==> run_1/class_map.png <==
Bar = 10 um.
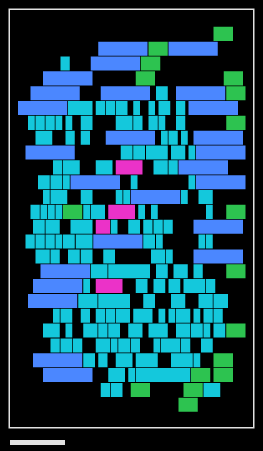
==> run_1/gates.png <==
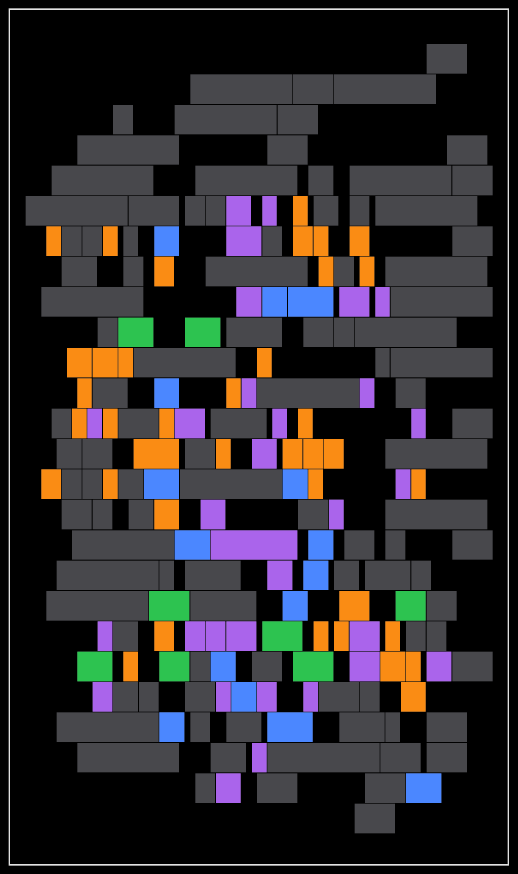
==> run_1/clock_wires.png <==
Bar = 10 um.
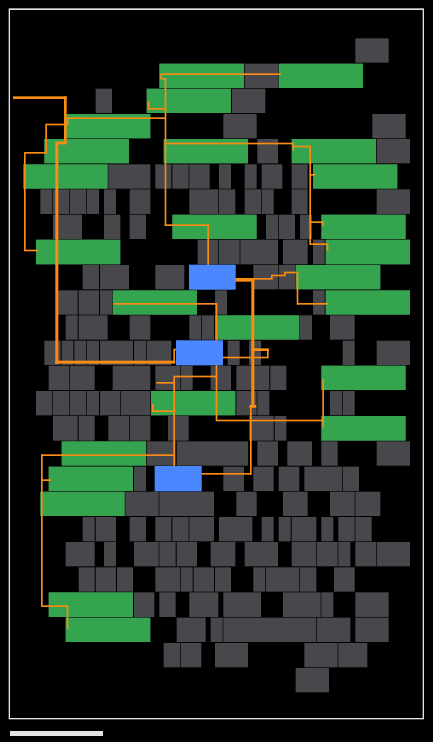
==> config.mk <==
export PLATFORM = sky130hd
export DESIGN_NAME = pwr_seq
export DESIGN_NICKNAME = d
export VERILOG_FILES = /design/src/rtl/pwr_seq.sv
export SDC_FILE = /design/constraint.sdc
export NUM_CORES = 1
export LEC_CHECK = 0
export CORE_ASPECT_RATIO = 1.75
export CORE_UTILIZATION = 50
export CTS_CLUSTER_SIZE = 40
export DETAILED_ROUTE_END_ITERATION = 12
export PLACE_DENSITY_LB_ADDON = 0.15
export SYNTH_ARGS = -nofsm -noshare
export SYNTH_HDL_FRONTEND = slang
export SYNTH_SLANG_ARGS = --single-unit
==> constraint.sdc <==
create_clock -name clk -period 5.6 [get_ports clk]
set_input_delay 0.56 -clock clk [delete_from_list [all_inputs] [get_ports clk]]
set_output_delay 0.56 -clock clk [all_outputs]
set_load 0.03 [all_outputs]
==> GITHUB_STEP_SUMMARY, run 1 <==
### Flow metrics

| Metric | Value |
|---|---|
| Status | finished clean |
| NetSw | 0.1635 mW |
| Crit share post-route | 0.5038 |
| Most common logic cells in the final layout | dfrtp_1 (25), nand2_1 (23), clkdlybuf4s50_1 (17) |
| Chip Height | 76.46 um |
| DP Cell Count | 231 |
| Tally of OpenROAD warnings | 26 |
| Logic inverters | 4 |
| GRT met2 Usage | 0.4324 |
| Nets | 203 |
| HP Class | reg -> reg |
| Worst Setup Slack, final | 2.778 ns |
| Slew @ Worst Pin | 1.138 ns |
| Mapped Area | 1584 um^2 |
| Rel. slew slack | 0.2389 |
| Comb pwr share | 0.313 |
| Final setup vio count | 0 |
| Met2 WL | 2078 um |
| Die ar. | between 3000 and 4000 um^2 |
| Setup TNS | 0 ns |
| DRC errors left | 0 |
| Synth warn | 0 |
| Critical path launch point type | input port |
| Required time worst endpoint | 5.81 ns |
| Wire length on met3 | between 150 and 200 um |
| Top layer in use | met4 |
| Reg2reg setup slack | 2.97 ns |
| Synth Area in Simple Gates | 0.2954 |
| Num CTS Buffers | 3 |
| Yosys adder share | 0.007899 |
| Yosys top cell by area | dfrtp_1 |
| CP Depth | 8 |
| Highest clock rate | 354.4 MHz |
About class_map.png:
| colour | class | cells |
|---|---|---|
| green | remaining buffers and delay cells | 17 |
| blue | sequential cells | 25 |
| magenta | clock drivers and dummy loads | 4 |
| cyan | remaining logic cells | 147 |
Design Area, Final: 1813 um^2
Site Rows: 26
core area: 2960 um^2
fin util: 0.6124
Seq area share: 0.3451

About gates.png:
| colour | family | cells | most used |
|---|---|---|---|
| blue | and/or cells | 15 | and3_1 |
| green | non-inverting ao/oa cells | 8 | a31o_2 |
| purple | nor cells | 31 | nor2_1 |
| orange | nand cells | 38 | nand2_1 |
Comb/total area: 0.4969
Top cell excl fill/tap: dfrtp_1
Non-Filler Instances: 235

About clock_wires.png:
[orange] clock wires | length: 318 um
[blue] clock-net drivers | count: 3
[green] flip-flops | count: 25
routed clock nets: 4
Clock Skew: 0.004079 ns
Clk power: 0.111 mW
Clk pwr share: 0.240
Clk Latency, worst-skew pair: 0.27 ns

==> run 1 -> run 2 <==
- clock period: 5.6 -> 2.7 ns (I/O delays scaled with it)
==> run_2/clock_wires.png <==
Bar = 10 um.
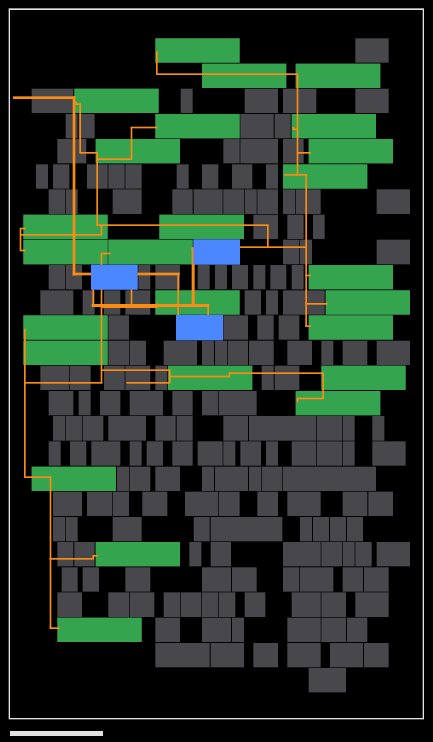
[orange] clock wires | length: 296 um
[green] flip-flops | count: 25
[blue] clock-net drivers | count: 3
routed clock nets: 4
Clk power: 0.227 mW
Clk pwr share: 0.224
Clock Skew: 0.001321 ns

==> GITHUB_STEP_SUMMARY, run 2 <==
### Flow metrics

| Metric | Value |
|---|---|
| Crit share post-route | 0.9608 |
| Setup TNS | 0 ns (unchanged) |
| Worst Setup Slack, final | 0.1059 ns (-2.673 ns) |
| Final setup vio count | 0 (unchanged) |
| Status | complete, but fails checks |
| Mapped Area | 1584 um^2 (unchanged) |
| Slew @ Worst Pin | 0.4727 ns (-0.6653 ns) |
| Rel. slew slack | 0.6842 (+0.4453) |
| Comb/total area | 0.4665 (-0.03035) |
| Die ar. | 3406 um^2 (unchanged) |
| Non-Filler Instances | 250 (+6.4%) |
| DRC errors left | 1 (+1) |
| Logic inverters | 4 (unchanged) |
| Most common logic cells in the final layout | dfrtp_1 (25), nand2_1 (23), clkdlybuf4s50_1 (17) |
| Core area | 2960 um^2 (unchanged) |
| HP Class | in -> async |
| Highest clock rate | 385.5 MHz |
| Failing checks | design-rule violations |
| Yosys adder share | 0.007899 (unchanged) |
| Wire length on met3 | 125 um (-30%) |
| Synth Area in Simple Gates | 0.2954 (unchanged) |
| Site Rows | 26 (unchanged) |
| Fin util | 0.6568 (+0.04438) |
| Num CTS Buffers | 3 (unchanged) |
| Required time worst endpoint | 2.90 ns (-2.91 ns) |
| Tally of OpenROAD warnings | 26 (unchanged) |
| Reg2reg setup slack | 0.11 ns (-2.86 ns) |
| Yosys top cell by area | dfrtp_1 |
==> run 2 -> run 3 <==
- clock period: 2.7 -> 2.5 ns (I/O delays scaled with it)
==> run_3/clock_wires.png <==
Bar = 10 um.
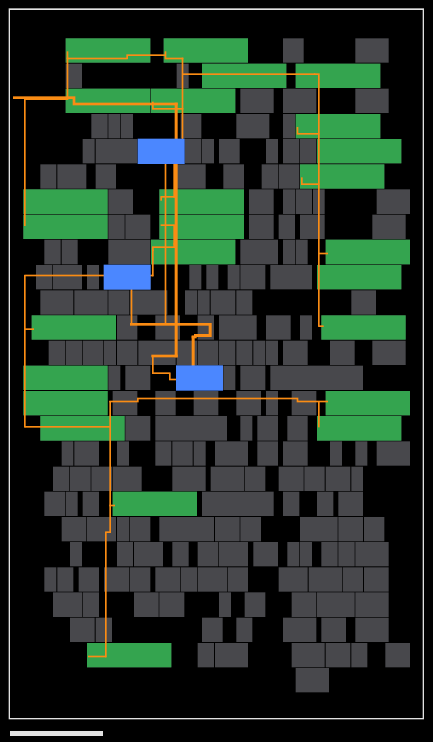
[blue] clock-net drivers | count: 3
[orange] clock wires | length: 314 um
[green] flip-flops | count: 25
routed clock nets: 4
Clock Skew: 0.002336 ns
Clk pwr share: 0.223
Clk power: 0.246 mW

==> GITHUB_STEP_SUMMARY, run 3 <==
### Flow metrics

| Metric | Value |
|---|---|
| Non-Filler Instances | 258 (+3.2%) |
| DRC errors left | 0 (-1) |
| Multi-In Gates | 143 |
| Worst Setup Slack, final | 0.1690 ns (+0.06308 ns) |
| Tally of OpenROAD warnings | 26 (unchanged) |
| Crit share post-route | 0.9324 (-0.02837) |
| Most common logic cells in the final layout | dfrtp_1 (25), buf_4 (23), nand2_1 (22) |
| Reg2reg setup slack | 0.17 ns (+0.06 ns) |
| Final setup vio count | 0 (unchanged) |
| Sequential Area | 625.6 um^2 |
| Yosys adder share | 0.007899 (unchanged) |
| Die ar. | 3406 um^2 (unchanged) |
| Logic inverters | 4 (unchanged) |
| Synth Area in Simple Gates | 0.2954 (unchanged) |
| Site Rows | 26 (unchanged) |
| Yosys top cell by area | dfrtp_1 |
| HP Class | in -> async |
| Num CTS Buffers | 3 (unchanged) |
| First-pass GRT wire length | 6851 um |
| Wire length on met3 | 161 um (+29%) |
| Core area | 2960 um^2 (unchanged) |
| Worst EP arrival | 2.52 ns |
| Slowest CP cell | dfrtp_1 |
| Ys flop type | dfrtp_1 |
| Setup TNS | 0 ns (unchanged) |
| Clk pin slew, worst setup/hold paths | 0.09 ns |
| Rel. slew slack | 0.6750 (-0.009171) |
| Synth top cell by count | dfrtp_1 |
| Top cells by area | dfrtp_1 (39%), nand2_1 (5.5%), a21oi_1 (3.5%), o21ai_0 (3.5%), a31oi_1 (3.2%) |
| Combinational Area | 937.1 um^2 |
| Required time worst endpoint | 2.69 ns (-0.21 ns) |
| Status | finished clean |
| Fin util | 0.6830 (+0.02620) |
| Comb/total area | 0.4635 (-0.003049) |
| Highest clock rate | 429.0 MHz (+11%) |
| Mapped Area | 1584 um^2 (unchanged) |
| Slew @ Worst Pin | 0.4865 ns (+0.01373 ns) |

==> notes/layouts.md <==
Pictures saved along the way, in no particular order.

Routing congestion map.
Plate I
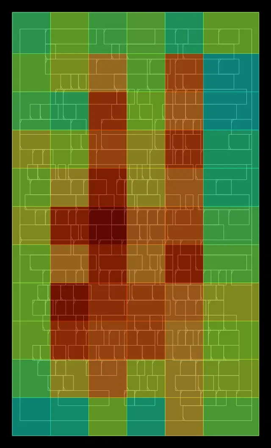
Plate II
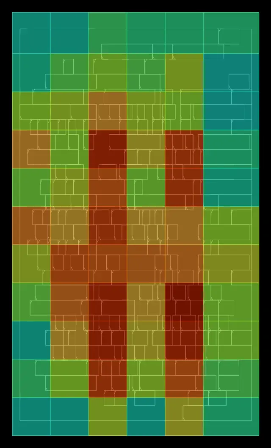
Plate II -> run 1
Plate I -> run 3

Power and IR drop assume default switching activity.
